Figure 1. Signal metal coverage by tile (run 1).
Bar = 20 um. The die is cut into 13 by 13 equal tiles; black is low, pale yellow is high, scaled to the fullest tile. Values are wire area over tile area, all layers added.
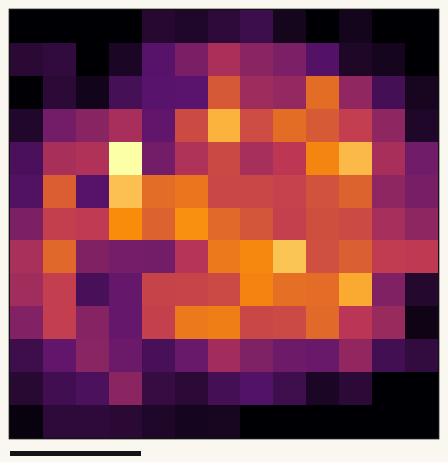
Figure 2. Cell classes on the final placement (run 1).
Fill, decap, tap and diode cells in gray.
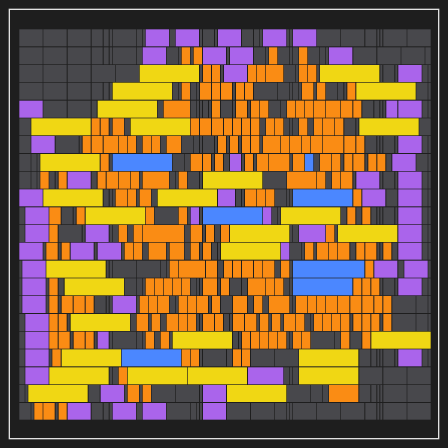
Figure 3. Placed standard cells (run 1).
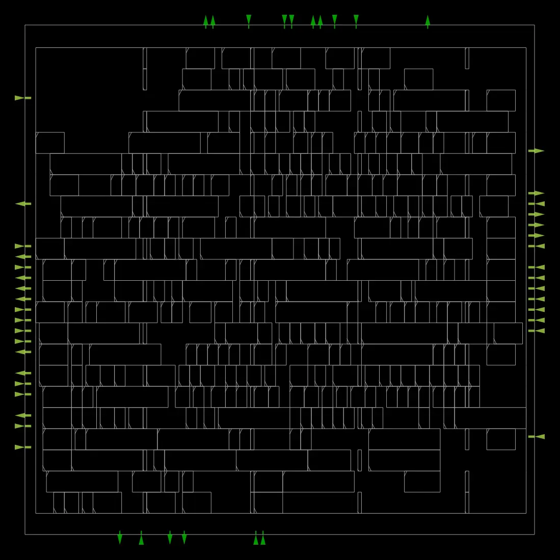
$ cat src/rtl/buffer_reader_if.sv
// Bus bundle between a burst-read controller and the buffer_reader block.
//
// Handshake: a word moves downstream in every cycle where out_valid=1 and
// out_ready=1 are both high at the rising clock edge. While out_valid=1 and
// out_ready=0 the producer keeps out_data unchanged; out_valid never drops
// without an accepting edge. start is a single-cycle request that is only
// honoured while the reader is idle. rd_q is the buffer's combinational
// read data for address ra.
interface buffer_reader_if #(
   parameter int ADDR_WIDTH = 8,
   parameter int WORD_WIDTH = 8
);
   logic                  start;
   logic [ADDR_WIDTH-1:0] base;
   logic [ADDR_WIDTH:0]   len;
   logic [ADDR_WIDTH-1:0] ra;
   logic [WORD_WIDTH-1:0] rd_q;
   logic [WORD_WIDTH-1:0] out_data;
   logic                  out_valid;
   logic                  out_ready;
   logic                  busy;
   logic                  done;

   // Controller / environment side.
   modport master (
      output start, base, len, rd_q, out_ready,
      input  ra, out_data, out_valid, busy, done
   );

   // Reader side.
   modport slave (
      input  start, base, len, rd_q, out_ready,
      output ra, out_data, out_valid, busy, done
   );
endinterface

$ cat src/rtl/buffer_reader.sv
// Burst reader: walks len consecutive buffer addresses starting at base,
// wrapping at WORD_NUM, and streams each word out over a valid/ready port.
// The read address is registered; the buffer returns data combinationally,
// so a word is captured one cycle after its address is presented.
module buffer_reader #(
   parameter int ADDR_WIDTH = 8,
   parameter int WORD_NUM   = 196,
   parameter int WORD_WIDTH = 8
) (
   input  logic                clk,
   input  logic                reset,
   buffer_reader_if.slave      bus,
   output logic [1:0]          dbg_state_o
);

   typedef enum logic [1:0] {
      IDLE   = 2'd0,
      STREAM = 2'd1,
      DONE   = 2'd2
   } state_e;

   localparam logic [ADDR_WIDTH-1:0] LAST_ADDR = ADDR_WIDTH'(WORD_NUM - 1);
   localparam logic [ADDR_WIDTH-1:0] ADDR_ONE  = ADDR_WIDTH'(1);
   localparam logic [ADDR_WIDTH:0]   MAX_LEN   = (ADDR_WIDTH + 1)'(WORD_NUM);
   localparam logic [ADDR_WIDTH:0]   LEN_ONE   = (ADDR_WIDTH + 1)'(1);

   state_e                state_q;
   logic [ADDR_WIDTH-1:0] ra_q;
   logic [ADDR_WIDTH:0]   remaining_q;
   logic [WORD_WIDTH-1:0] out_data_q;
   logic                  out_valid_q;
   logic                  busy_q;
   logic                  done_q;
   logic [ADDR_WIDTH-1:0] ra_d;

   // Next read address: wraps at the buffer depth, not at the address width.
   always_comb begin
      ra_d = (ra_q == LAST_ADDR) ? '0 : ra_q + ADDR_ONE;
   end

   // Control FSM with all outputs registered.
   always_ff @(posedge clk or negedge reset) begin
      if (!reset) begin
         state_q     <= IDLE;
         ra_q        <= '0;
         remaining_q <= '0;
         out_data_q  <= '0;
         out_valid_q <= 1'b0;
         busy_q      <= 1'b0;
         done_q      <= 1'b0;
      end else begin
         done_q <= 1'b0;
         case (state_q)
            IDLE: begin
               if (bus.start) begin
                  if (bus.len != '0) begin
                     ra_q        <= bus.base;
                     remaining_q <= bus.len;
                     busy_q      <= 1'b1;
                     state_q     <= STREAM;
                  end else begin
                     // Empty burst: report completion without streaming.
                     done_q  <= 1'b1;
                     state_q <= DONE;
                  end
               end
            end
            STREAM: begin
               if (out_valid_q && bus.out_ready && (remaining_q == '0)) begin
                  // Final word accepted.
                  out_valid_q <= 1'b0;
                  busy_q      <= 1'b0;
                  done_q      <= 1'b1;
                  state_q     <= DONE;
               end else if ((remaining_q != '0) && (!out_valid_q || bus.out_ready)) begin
                  // Load slot: output register is free or being drained now.
                  out_data_q  <= bus.rd_q;
                  out_valid_q <= 1'b1;
                  remaining_q <= remaining_q - LEN_ONE;
                  ra_q        <= ra_d;
               end
            end
            DONE: begin
               state_q <= IDLE;
            end
            default: begin
               state_q <= IDLE;
            end
         endcase
      end
   end

   // Range check on accepted burst requests; the datapath does not act on it.
   always_ff @(posedge clk) begin
      if (reset && (state_q == IDLE) && bus.start) begin
         assert ((bus.base <= LAST_ADDR) && (bus.len <= MAX_LEN));
      end
   end

   assign bus.ra        = ra_q;
   assign bus.out_data  = out_data_q;
   assign bus.out_valid = out_valid_q;
   assign bus.busy      = busy_q;
   assign bus.done      = done_q;
   assign dbg_state_o   = state_q;

endmodule

$ cat src/flat_wrapper.sv
// flat-port wrapper written by rule: the top's interface ports become plain ports
module buffer_reader_flat 
#(
   parameter int ADDR_WIDTH = 8,
   parameter int WORD_NUM   = 196,
   parameter int WORD_WIDTH = 8
)
  (clk, reset, dbg_state_o, bus_start, bus_base, bus_len, bus_rd_q, bus_out_ready, bus_ra, bus_out_data, bus_out_valid, bus_busy, bus_done);
  buffer_reader_if #(.ADDR_WIDTH(ADDR_WIDTH), .WORD_WIDTH(WORD_WIDTH)) bus_i ();
  input  logic clk;
  input  logic reset;
  output logic [1:0] dbg_state_o;
  input wire logic [$bits(bus_i.start)-1:0] bus_start;
  input wire logic [$bits(bus_i.base)-1:0] bus_base;
  input wire logic [$bits(bus_i.len)-1:0] bus_len;
  input wire logic [$bits(bus_i.rd_q)-1:0] bus_rd_q;
  input wire logic [$bits(bus_i.out_ready)-1:0] bus_out_ready;
  output wire logic [$bits(bus_i.ra)-1:0] bus_ra;
  output wire logic [$bits(bus_i.out_data)-1:0] bus_out_data;
  output wire logic [$bits(bus_i.out_valid)-1:0] bus_out_valid;
  output wire logic [$bits(bus_i.busy)-1:0] bus_busy;
  output wire logic [$bits(bus_i.done)-1:0] bus_done;
  assign bus_i.start = bus_start;
  assign bus_i.base = bus_base;
  assign bus_i.len = bus_len;
  assign bus_i.rd_q = bus_rd_q;
  assign bus_i.out_ready = bus_out_ready;
  assign bus_ra = bus_i.ra;
  assign bus_out_data = bus_i.out_data;
  assign bus_out_valid = bus_i.out_valid;
  assign bus_busy = bus_i.busy;
  assign bus_done = bus_i.done;
  buffer_reader #(.ADDR_WIDTH(ADDR_WIDTH), .WORD_NUM(WORD_NUM), .WORD_WIDTH(WORD_WIDTH)) u_core (.clk(clk), .reset(reset), .bus(bus_i), .dbg_state_o(dbg_state_o));
endmodule
$ cat config.mk
export PLATFORM = sky130hd
export DESIGN_NAME = buffer_reader_flat
export DESIGN_NICKNAME = d
export VERILOG_FILES = /design/src/rtl/buffer_reader_if.sv /design/src/rtl/buffer_reader.sv /design/src/flat_wrapper.sv
export SDC_FILE = /design/constraint.sdc
export NUM_CORES = 1
export LEC_CHECK = 0
export ABC_AREA = 1
export CAP_MARGIN = 10
export CORE_UTILIZATION = 45
export CTS_BUF_LIST = sky130_fd_sc_hd__clkbuf_16
export DETAILED_ROUTE_END_ITERATION = 7
export GPL_ROUTABILITY_DRIVEN = 1
export GPL_TIMING_DRIVEN = 0
export PLACE_DENSITY = 0.82
export SYNTH_ARGS = -nofsm -noshare
export SYNTH_HDL_FRONTEND = slang
export SYNTH_SLANG_ARGS = --single-unit
$ cat constraint.sdc
create_clock -name clk -period 4.2 [get_ports clk]
set_input_delay 0.84 -clock clk [delete_from_list [all_inputs] [get_ports clk]]
set_output_delay 0.84 -clock clk [all_outputs]
set_load 0.02 [all_outputs]
==> report_table.html, run 1 <==
<h3>Run summary</h3>
<table>
<tr><th>Metric</th><th>Value</th></tr>
<tr><th colspan="2">Setup path</th></tr>
<tr><td>Kind of start point of the critical path</td><td>flip-flop</td></tr>
<tr><td>Cell count of the worst reg-to-reg path</td><td>11</td></tr>
<tr><td>Family with the most delay on the worst path</td><td>buffers and inverters</td></tr>
<tr><td>Data required time of the critical path</td><td>between 3000 and 4000 ps</td></tr>
<tr><td>Endpoint of the most critical setup path</td><td>bus_ra[2]</td></tr>
<tr><td>Number of cells on the critical path</td><td>1</td></tr>
<tr><td>Category of the most critical setup path</td><td>flip-flop to output port</td></tr>
<tr><td>Worst setup slack for register-to-register paths</td><td>2410 ps</td></tr>
<tr><td>Start point of the critical path</td><td>u_core.bus.ra[2]</td></tr>
<tr><td>Buffer-and-inverter tally for the worst setup path</td><td>1</td></tr>
<tr><td>CP Cell Sequence</td><td>clkdlybuf4s50_1</td></tr>
<tr><th colspan="2">Drt</th></tr>
<tr><td>1st-iter DRT viols</td><td>between 150 and 200</td></tr>
<tr><td>Remaining antenna violation count after routing</td><td>0</td></tr>
<tr><td>1st-pass router iterations</td><td>5</td></tr>
<tr><td>Via/cell ratio</td><td>around 5</td></tr>
<tr><td>M1 wire length</td><td>about 2000 um</td></tr>
<tr><td>Total length of routed met3 wires</td><td>about 340 um</td></tr>
<tr><th colspan="2">Final layout</th></tr>
<tr><td>Count of plain and timing-repair buffers</td><td>slightly below 60</td></tr>
<tr><td>Number of nets in the finished design</td><td>about 350</td></tr>
<tr><td>Synth-to-Final Area Change</td><td>40.0%</td></tr>
<tr><td>Clock-cell share of area</td><td>0.0626</td></tr>
<tr><td>Multi-input gate area</td><td>approximately 900 um^2</td></tr>
<tr><td>Share of post-route cells with drive strength above 1</td><td>0.0714</td></tr>
<tr><td>Fraction of area in multi-input gates</td><td>0.362</td></tr>
<tr><td>Seq/total area</td><td>0.296</td></tr>
<tr><td>FF+latch count</td><td>30</td></tr>
<tr><td>Final-layout fill cell count</td><td>about 340</td></tr>
<tr><td>Mi-comb count</td><td>201</td></tr>
<tr><td>Number of clock buffers in the layout</td><td>5</td></tr>
<tr><td>Non-clk buf share</td><td>0.217</td></tr>
<tr><td>Antenna cell count</td><td>0</td></tr>
<tr><th colspan="2">Global routing</th></tr>
<tr><td>Maximum number of pins on one net before global-route repair</td><td>17</td></tr>
<tr><td>Global-route total usage across every layer</td><td>0.238</td></tr>
<tr><td>First-pass GRT wire length</td><td>roughly 7600 um</td></tr>
<tr><td>Met2 Resource Use GR</td><td>0.378</td></tr>
<tr><td>GRT met3 Usage</td><td>0.0503</td></tr>
<tr><td>Total congestion overflow after global routing</td><td>0</td></tr>
<tr><td>Global routing usage on met1</td><td>0.316</td></tr>
<tr><td>Busiest layer in global routing</td><td>met2</td></tr>
<tr><td>Number of global-route vias before repair</td><td>roughly 1600</td></tr>
<tr><td>Number of antenna violations at the first check in global routing</td><td>0</td></tr>
<tr><th colspan="2">Floorplan</th></tr>
<tr><td>Chip footprint</td><td>between 0.004 and 0.005 mm^2</td></tr>
<tr><td>Init Core Util</td><td>0.481</td></tr>
<tr><td>I/O pin count</td><td>roughly 50</td></tr>
<tr><td>Die W</td><td>65.5 um</td></tr>
<tr><th colspan="2">Logic synthesis</th></tr>
<tr><td>Cell Type Count</td><td>25</td></tr>
<tr><td>Compound-cell area share of the yosys netlist</td><td>0.0704</td></tr>
<tr><td>Top logic family</td><td>simple AND/OR/NAND/NOR gates</td></tr>
<tr><td>Arithmetic-cell share of the synthesized area counting full adders, half adders and majority gates</td><td>0.0138</td></tr>
<tr><td>Simple-gate share of the synthesized area</td><td>0.409</td></tr>
<tr><td>Fraction of registers with async set or reset after synthesis</td><td>1.00</td></tr>
<tr><td>Count of state elements after synthesis</td><td>30</td></tr>
<tr><td>Total cells reported by yosys after synthesis</td><td>265</td></tr>
<tr><td>Biggest area consumer among synthesized cells</td><td>sky130_fd_sc_hd__dfrtp_1</td></tr>
<tr><td>Number of synthesized flops with an enable pin</td><td>0</td></tr>
<tr><td>Leading cell type by number of instances after synthesis</td><td>sky130_fd_sc_hd__nand2_1</td></tr>
<tr><td>Instance count of the mapped netlist</td><td>approximately 270</td></tr>
<tr><td>Summed standard-cell area reported by yosys</td><td>~0.0018 mm^2</td></tr>
<tr><td>Combined area of all synthesized cells</td><td>roughly 0.0018 mm^2</td></tr>
<tr><td>Prevailing post-synth register cell</td><td>sky130_fd_sc_hd__dfrtp_1</td></tr>
<tr><td>Leading cell types by count after synthesis</td><td>sky130_fd_sc_hd__nand2_1 (105), sky130_fd_sc_hd__dfrtp_1 (30), sky130_fd_sc_hd__nand3_1 (29), sky130_fd_sc_hd__nor2_1 (24), sky130_fd_sc_hd__inv_1 (23)</td></tr>
<tr><td>Share of synthesized area spent on multiplexers</td><td>0</td></tr>
<tr><td>Sequential share of the synthesized area</td><td>0.414</td></tr>
<tr><td>Share of the synthesized area in the top cell type</td><td>0.414</td></tr>
<tr><th colspan="2">Power</th></tr>
<tr><td>Cell Pwr Density</td><td>about 800 mW/mm^2</td></tr>
<tr><td>Standby leakage power</td><td>approximately 1.3 nW</td></tr>
<tr><th colspan="2">Run</th></tr>
<tr><td>Maximum capacitance violations</td><td>0</td></tr>
<tr><th colspan="2">Hold path</th></tr>
<tr><td>Classification of the worst-slack hold path</td><td>flip-flop to flip-flop</td></tr>
<tr><td>Destination of the worst hold path</td><td>u_core.bus.busy</td></tr>
<tr><td>Number of instances on the worst hold path</td><td>2</td></tr>
<tr><td>Source of the worst hold timing path</td><td>u_core.bus.busy</td></tr>
<tr><th colspan="2">Clocking</th></tr>
<tr><td>Clock tree from TritonCTS</td><td>yes</td></tr>
<tr><td>Depth of the CTS H-tree</td><td>2</td></tr>
<tr><td>Root buffer cell</td><td>sky130_fd_sc_hd__clkbuf_16</td></tr>
<tr><td>Clock sink total</td><td>30</td></tr>
<tr><td>Cts bufs inserted</td><td>5</td></tr>
<tr><td>Clock transition at the registers of the reported paths</td><td>roughly 50 ps</td></tr>
<tr><th colspan="2">Final timing</th></tr>
<tr><td>Layout Skew</td><td>2.53 ps</td></tr>
<tr><td>Worst-margin pin slew</td><td>approximately 780 ps</td></tr>
<tr><td>Share of the clock period used by the worst path after layout</td><td>0.530</td></tr>
<tr><td>Maximum operating frequency</td><td>about 450 MHz</td></tr>
<tr><td>RSZ-0062 raised after global routing</td><td>false</td></tr>
<tr><td>Post-route setup TNS</td><td>0 ps</td></tr>
<tr><td>Worst slew slack as a fraction of its limit</td><td>0.478</td></tr>
<tr><td>Final Hold Violating Endpoints</td><td>0</td></tr>
<tr><th colspan="2">Placement</th></tr>
<tr><td>Final Wtd Congestion</td><td>a little over 0.8</td></tr>
<tr><td>Number of buffer cells added on primary ports</td><td>~49</td></tr>
<tr><td>Placed instance count</td><td>about 360</td></tr>
<tr><td>DP Area</td><td>~0.0024 mm^2</td></tr>
<tr><th colspan="2">Status</th></tr>
<tr><td>Status</td><td>finished clean</td></tr>
</table>
Back to the opening pictures, Figure 1:
tiles over half the peak: 32%
emptiest ninth of the die: top left
fullest tile: 0.48
sum of routed wire length over all layers: 4430 um
wire length per cell: 12.0 um

Back to the opening pictures, Figure 2:
| color | class | cells |
|---|---|---|
| orange | all other logic | 227 |
| purple | other buffers and delay cells | 58 |
| blue | clock drivers and dummy loads | 7 |
| yellow | flops | 30 |
Final Core Density: 0.673
Rows: 22
area of the core: 0.00377 mm^2
final non-filler cell area: 0.00254 mm^2

Back to the opening pictures, Figure 3:
count of non-filler cells in the finished layout: 370
Tap Count: 48

## run 1: where the power goes
group / leakage (nW) / internal [mW] / switching, mW
Sequential: 0.371 / 0.426 / 0.126
Combinational: 0.817 / 0.448 / 0.662
Clock: 0.0773 / 0.274 / 0.119
Total: 1.27 / 1.15 / 0.908
## run 1: cell usage in the layout (no fill, tap or decap), drive strengths merged, types with 3 or more instances in the layout
cell type	synthesis	routed
a21oi	3	3
buf	5	6
clkbuf	3	8
clkdlybuf4s50	0	49
dfrtp	30	30
inv	26	26
nand2	109	109
nand3	30	30
nor2	27	27
o21ai	21	21
## run 1: sequential cells by signal, indices dropped and copies added (netlist names)
register and count:
u_core.remaining_q 9, u_core.bus.out_data 8, u_core.bus.ra 8, u_core.dbg_state_o 2, u_core.bus.busy 1, u_core.bus.done 1, u_core.bus.out_valid 1
==> inputs of run 2 (changes only) <==
==> constraint.sdc (replaced) <==
create_clock -name clk -period 2.3 [get_ports clk]
set_input_delay 0.46 -clock clk [delete_from_list [all_inputs] [get_ports clk]]
set_output_delay 0.46 -clock clk [all_outputs]
set_load 0.02 [all_outputs]
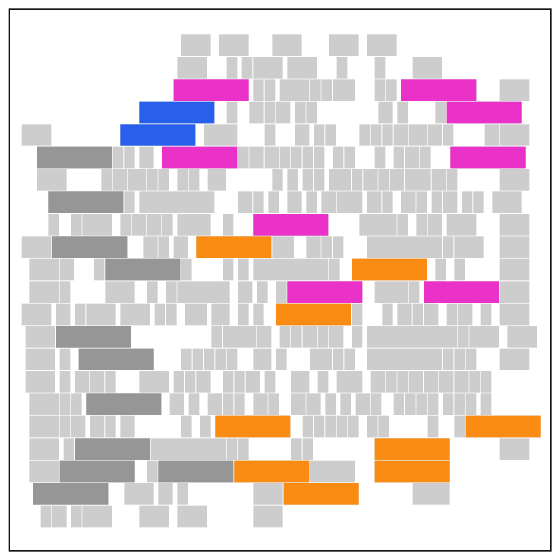
Figure 4: run 2, register map, names as in the netlist.
| color | signal | flops |
|---|---|---|
| magenta | u_core.bus.ra | 8 |
| orange | u_core.remaining_q | 9 |
| blue | u_core.dbg_state_o | 2 |
not colored: 11
Seq/total area: 0.296
sequential cell power: 1.01 mW

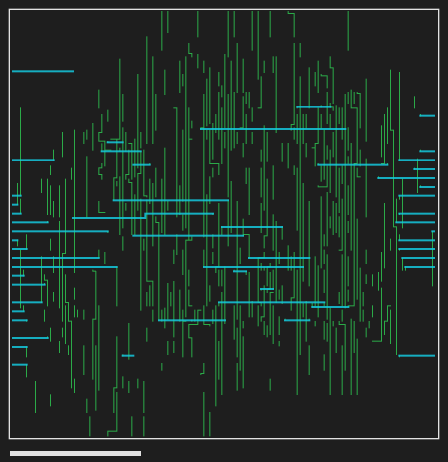
Figure 5: run 2, routed metal, one color a layer.
Bar = 20 um. Only two layers are drawn.
| color | layer | wire length |
|---|---|---|
| cyan | met3 | 338 um |
| green | met2 | 2050 um |
total via count after detailed routing: 1836
global-route total usage across every layer: 0.238

==> run 2 against run 1 <==
Against the previous run: flip-flop count unchanged; cell count stayed put; critical endpoint unchanged; total power rose by 83%; combinational power is 83% higher; sequential power grew 83%; synthesized cell count unchanged; global-route usage is the same; critical path depth is the same; first-iteration DRC count did not move.
==> report_table.html, run 2 <==
<h3>Run summary</h3>
<table>
<tr><th>Metric</th><th>Value</th></tr>
<tr><th colspan="2">Final timing</th></tr>
<tr><td>Worst slew slack as a fraction of its limit</td><td>0.478 (unchanged)</td></tr>
<tr><td>Post-route setup TNS</td><td>0 ps (unchanged)</td></tr>
<tr><td>RSZ-0062 raised after global routing</td><td>false</td></tr>
<tr><td>Worst-margin pin slew</td><td>781 ps (unchanged)</td></tr>
<tr><td>Share of the clock period used by the worst path after layout</td><td>0.802</td></tr>
<tr><td>Maximum operating frequency</td><td>about 540 MHz</td></tr>
<tr><td>Worst Hold Slack</td><td>475 ps</td></tr>
<tr><td>Setup WS post-layout</td><td>456 ps</td></tr>
<tr><td>Final Hold Violating Endpoints</td><td>0 (unchanged)</td></tr>
<tr><td>Layout Skew</td><td>2.53 ps (unchanged)</td></tr>
<tr><th colspan="2">Logic synthesis</th></tr>
<tr><td>Leading cell type by number of instances after synthesis</td><td>sky130_fd_sc_hd__nand2_1</td></tr>
<tr><td>Sequential share of the synthesized area</td><td>0.414 (unchanged)</td></tr>
<tr><td>Synthesized area per cell</td><td>~6.8 um^2</td></tr>
<tr><td>Number of synthesized flops with an enable pin</td><td>0 (unchanged)</td></tr>
<tr><td>Total cells reported by yosys after synthesis</td><td>265 (unchanged)</td></tr>
<tr><td>Instance count of the mapped netlist</td><td>265 (unchanged)</td></tr>
<tr><td>Combined area of all synthesized cells</td><td>0.00181 mm^2 (unchanged)</td></tr>
<tr><td>Leading cell types by count after synthesis</td><td>sky130_fd_sc_hd__nand2_1 (105), sky130_fd_sc_hd__dfrtp_1 (30), sky130_fd_sc_hd__nand3_1 (29), sky130_fd_sc_hd__nor2_1 (24), sky130_fd_sc_hd__inv_1 (23)</td></tr>
<tr><td>Fraction of registers with async set or reset after synthesis</td><td>1.00 (unchanged)</td></tr>
<tr><td>Biggest area consumer among synthesized cells</td><td>sky130_fd_sc_hd__dfrtp_1</td></tr>
<tr><td>Cell Type Count</td><td>25 (unchanged)</td></tr>
<tr><td>Summed standard-cell area reported by yosys</td><td>0.00181 mm^2 (unchanged)</td></tr>
<tr><td>Prevailing post-synth register cell</td><td>sky130_fd_sc_hd__dfrtp_1</td></tr>
<tr><td>Share of the synthesized area in the top cell type</td><td>0.414 (unchanged)</td></tr>
<tr><td>Count of state elements after synthesis</td><td>30 (unchanged)</td></tr>
<tr><th colspan="2">Global routing</th></tr>
<tr><td>Maximum number of pins on one net before global-route repair</td><td>17 (unchanged)</td></tr>
<tr><td>Busiest layer in global routing</td><td>met2</td></tr>
<tr><td>Number of antenna violations at the first check in global routing</td><td>0 (unchanged)</td></tr>
<tr><td>Global routing usage on met1</td><td>0.316 (unchanged)</td></tr>
<tr><td>Total congestion overflow after global routing</td><td>0 (unchanged)</td></tr>
<tr><td>First-pass GRT wire length</td><td>7650 um (unchanged)</td></tr>
<tr><td>Met2 Resource Use GR</td><td>0.378 (unchanged)</td></tr>
<tr><td>GRT met3 Usage</td><td>0.0503 (unchanged)</td></tr>
<tr><td>Number of global-route vias before repair</td><td>1636 (unchanged)</td></tr>
<tr><th colspan="2">Clocking</th></tr>
<tr><td>Hold buffer count at cts</td><td>0</td></tr>
<tr><td>Root buffer cell</td><td>sky130_fd_sc_hd__clkbuf_16</td></tr>
<tr><td>Clock tree from TritonCTS</td><td>yes</td></tr>
<tr><td>Clock transition at the registers of the reported paths</td><td>50 ps (about the same)</td></tr>
<tr><td>Clock sink total</td><td>30 (unchanged)</td></tr>
<tr><td>Cts bufs inserted</td><td>5 (unchanged)</td></tr>
<tr><td>Depth of the CTS H-tree</td><td>2 (unchanged)</td></tr>
<tr><th colspan="2">Hold path</th></tr>
<tr><td>Number of instances on the worst hold path</td><td>2 (unchanged)</td></tr>
<tr><td>Source of the worst hold timing path</td><td>u_core.bus.busy</td></tr>
<tr><td>Classification of the worst-slack hold path</td><td>flip-flop to flip-flop</td></tr>
<tr><td>Destination of the worst hold path</td><td>u_core.bus.busy</td></tr>
<tr><th colspan="2">Setup path</th></tr>
<tr><td>Number of cells on the critical path</td><td>1 (unchanged)</td></tr>
<tr><td>Category of the most critical setup path</td><td>flip-flop to output port</td></tr>
<tr><td>Buffer-and-inverter tally for the worst setup path</td><td>1 (unchanged)</td></tr>
<tr><td>CP Cell Sequence</td><td>clkdlybuf4s50_1</td></tr>
<tr><td>Critical-path cell with the highest stage delay</td><td>sky130_fd_sc_hd__clkdlybuf4s50_1</td></tr>
<tr><td>Data required time of the critical path</td><td>1840 ps (-1520 ps)</td></tr>
<tr><td>Kind of start point of the critical path</td><td>flip-flop</td></tr>
<tr><td>Cell count of the worst reg-to-reg path</td><td>11 (unchanged)</td></tr>
<tr><td>Family with the most delay on the worst path</td><td>buffers and inverters</td></tr>
<tr><td>Worst setup slack for register-to-register paths</td><td>510 ps (-1900 ps)</td></tr>
<tr><td>Critical Path AT</td><td>between 1000 and 1500 ps</td></tr>
<tr><td>Start point of the critical path</td><td>u_core.bus.ra[2]</td></tr>
<tr><th colspan="2">Final layout</th></tr>
<tr><td>Flip-flop count of the largest register, all copies and words added</td><td>9 (unchanged)</td></tr>
<tr><td>Clock-cell share of area</td><td>0.0626 (unchanged)</td></tr>
<tr><td>Final Core Density</td><td>0.673 (unchanged)</td></tr>
<tr><td>Fraction of area in multi-input gates</td><td>0.362 (unchanged)</td></tr>
<tr><td>Invs w/o clock</td><td>26</td></tr>
<tr><td>Leading cell type in the layout, fill and taps excluded</td><td>sky130_fd_sc_hd__nand2_1</td></tr>
<tr><td>Final non-filler cell area</td><td>0.00254 mm^2 (unchanged)</td></tr>
<tr><td>Share of post-route cells with drive strength above 1</td><td>0.0714 (unchanged)</td></tr>
<tr><td>Final-layout fill cell count</td><td>337 (unchanged)</td></tr>
<tr><td>Top cells excl fill/tap</td><td>sky130_fd_sc_hd__nand2_1 (105), sky130_fd_sc_hd__clkdlybuf4s50_1 (49), sky130_fd_sc_hd__dfrtp_1 (30), sky130_fd_sc_hd__nand3_1 (29), sky130_fd_sc_hd__nor2_1 (24)</td></tr>
<tr><td>Non-clk buf share</td><td>0.217 (unchanged)</td></tr>
<tr><td>FF+latch count</td><td>30 (unchanged)</td></tr>
<tr><td>Number of nets in the finished design</td><td>353 (unchanged)</td></tr>
<tr><td>Count of plain and timing-repair buffers</td><td>58 (unchanged)</td></tr>
<tr><td>Register bank with the most flops</td><td>u_core.remaining_q</td></tr>
<tr><td>Synth-to-Final Area Change</td><td>40.0% (unchanged)</td></tr>
<tr><td>Antenna cell count</td><td>0 (unchanged)</td></tr>
<tr><td>Multi-input gate area</td><td>920 um^2 (unchanged)</td></tr>
<tr><td>Number of clock buffers in the layout</td><td>5 (unchanged)</td></tr>
<tr><td>Count of non-filler cells in the finished layout</td><td>370 (unchanged)</td></tr>
<tr><td>Mi-comb count</td><td>201 (unchanged)</td></tr>
<tr><th colspan="2">Floorplan</th></tr>
<tr><td>Die W</td><td>65.5 um (unchanged)</td></tr>
<tr><td>Rows</td><td>22 (unchanged)</td></tr>
<tr><td>Chip footprint</td><td>0.00429 mm^2 (unchanged)</td></tr>
<tr><td>Init Core Util</td><td>0.481 (unchanged)</td></tr>
<tr><td>Tap Count</td><td>48 (unchanged)</td></tr>
<tr><td>Area of the core</td><td>0.00377 mm^2 (unchanged)</td></tr>
<tr><td>I/O pin count</td><td>50 (unchanged)</td></tr>
<tr><th colspan="2">Power</th></tr>
<tr><td>Total Power Consumption</td><td>approximately 3.8 mW</td></tr>
<tr><td>Cell Pwr Density</td><td>1480 mW/mm^2 (+83%)</td></tr>
<tr><td>VDD IR-drop max</td><td>~0.73 mV</td></tr>
<tr><td>Standby leakage power</td><td>1.27 nW (unchanged)</td></tr>
<tr><th colspan="2">Drt</th></tr>
<tr><td>1st-iter DRT viols</td><td>185 (unchanged)</td></tr>
<tr><td>Remaining antenna violation count after routing</td><td>0 (unchanged)</td></tr>
<tr><td>1st-pass router iterations</td><td>5 (unchanged)</td></tr>
<tr><td>Total length of routed met3 wires</td><td>337 um (unchanged)</td></tr>
<tr><td>M1 wire length</td><td>1980 um (unchanged)</td></tr>
<tr><td>Wire length per cell</td><td>12.0 um (unchanged)</td></tr>
<tr><td>Via/cell ratio</td><td>4.96 (unchanged)</td></tr>
<tr><td>Sum of routed wire length over all layers</td><td>4430 um (unchanged)</td></tr>
<tr><th colspan="2">Placement</th></tr>
<tr><td>Number of buffer cells added on primary ports</td><td>49 (unchanged)</td></tr>
<tr><td>Final Wtd Congestion</td><td>0.821 (unchanged)</td></tr>
<tr><td>DP Area</td><td>0.00238 mm^2 (unchanged)</td></tr>
<tr><td>Placed instance count</td><td>363 (unchanged)</td></tr>
<tr><th colspan="2">Run</th></tr>
<tr><td>Maximum capacitance violations</td><td>0 (unchanged)</td></tr>
<tr><th colspan="2">Status</th></tr>
<tr><td>Status</td><td>finished clean</td></tr>
</table>
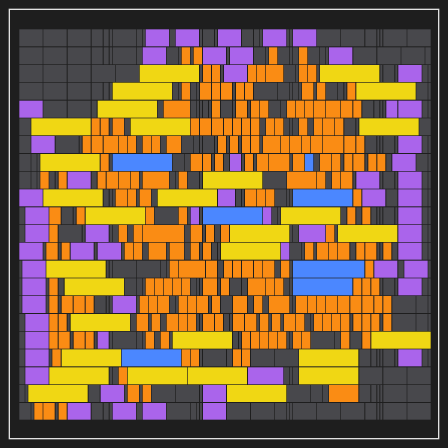
Figure 6: run 2, cell classes on the final placement.
Fill, decap, tap and diode cells in gray.

run 2: how the worst max path moves through the flow:
stage	endpoint	slack, ps
detailed placement	u_core.bus.ra[6]	270
floorplan	u_core.bus.ra[2]	790
CTS	bus_ra[2]	460
finish	bus_ra[2]	460
global placement	u_core.bus.busy	230
global route	u_core.bus.ra[3]	330
run 2: power breakdown:
group / switching (mW) / internal [mW]
combinational: 1.21 / 0.819
sequential: 0.231 / 0.779
clock: 0.218 / 0.500
total: 1.66 / 2.10
run 2: cells by family (layout without fill, tap and decap cells):
kind of cell	count (synthesis)	count (layout)	synth area share
xor+xnor	3	3	0.0145
buf+inv	34	91	0.0787
simple gates	171	171	0.409
flops	30	30	0.414
fa+ha+maj	2	2	0.0138
compound gates	25	25	0.0704
Power is estimated from default activity; no workload was simulated.
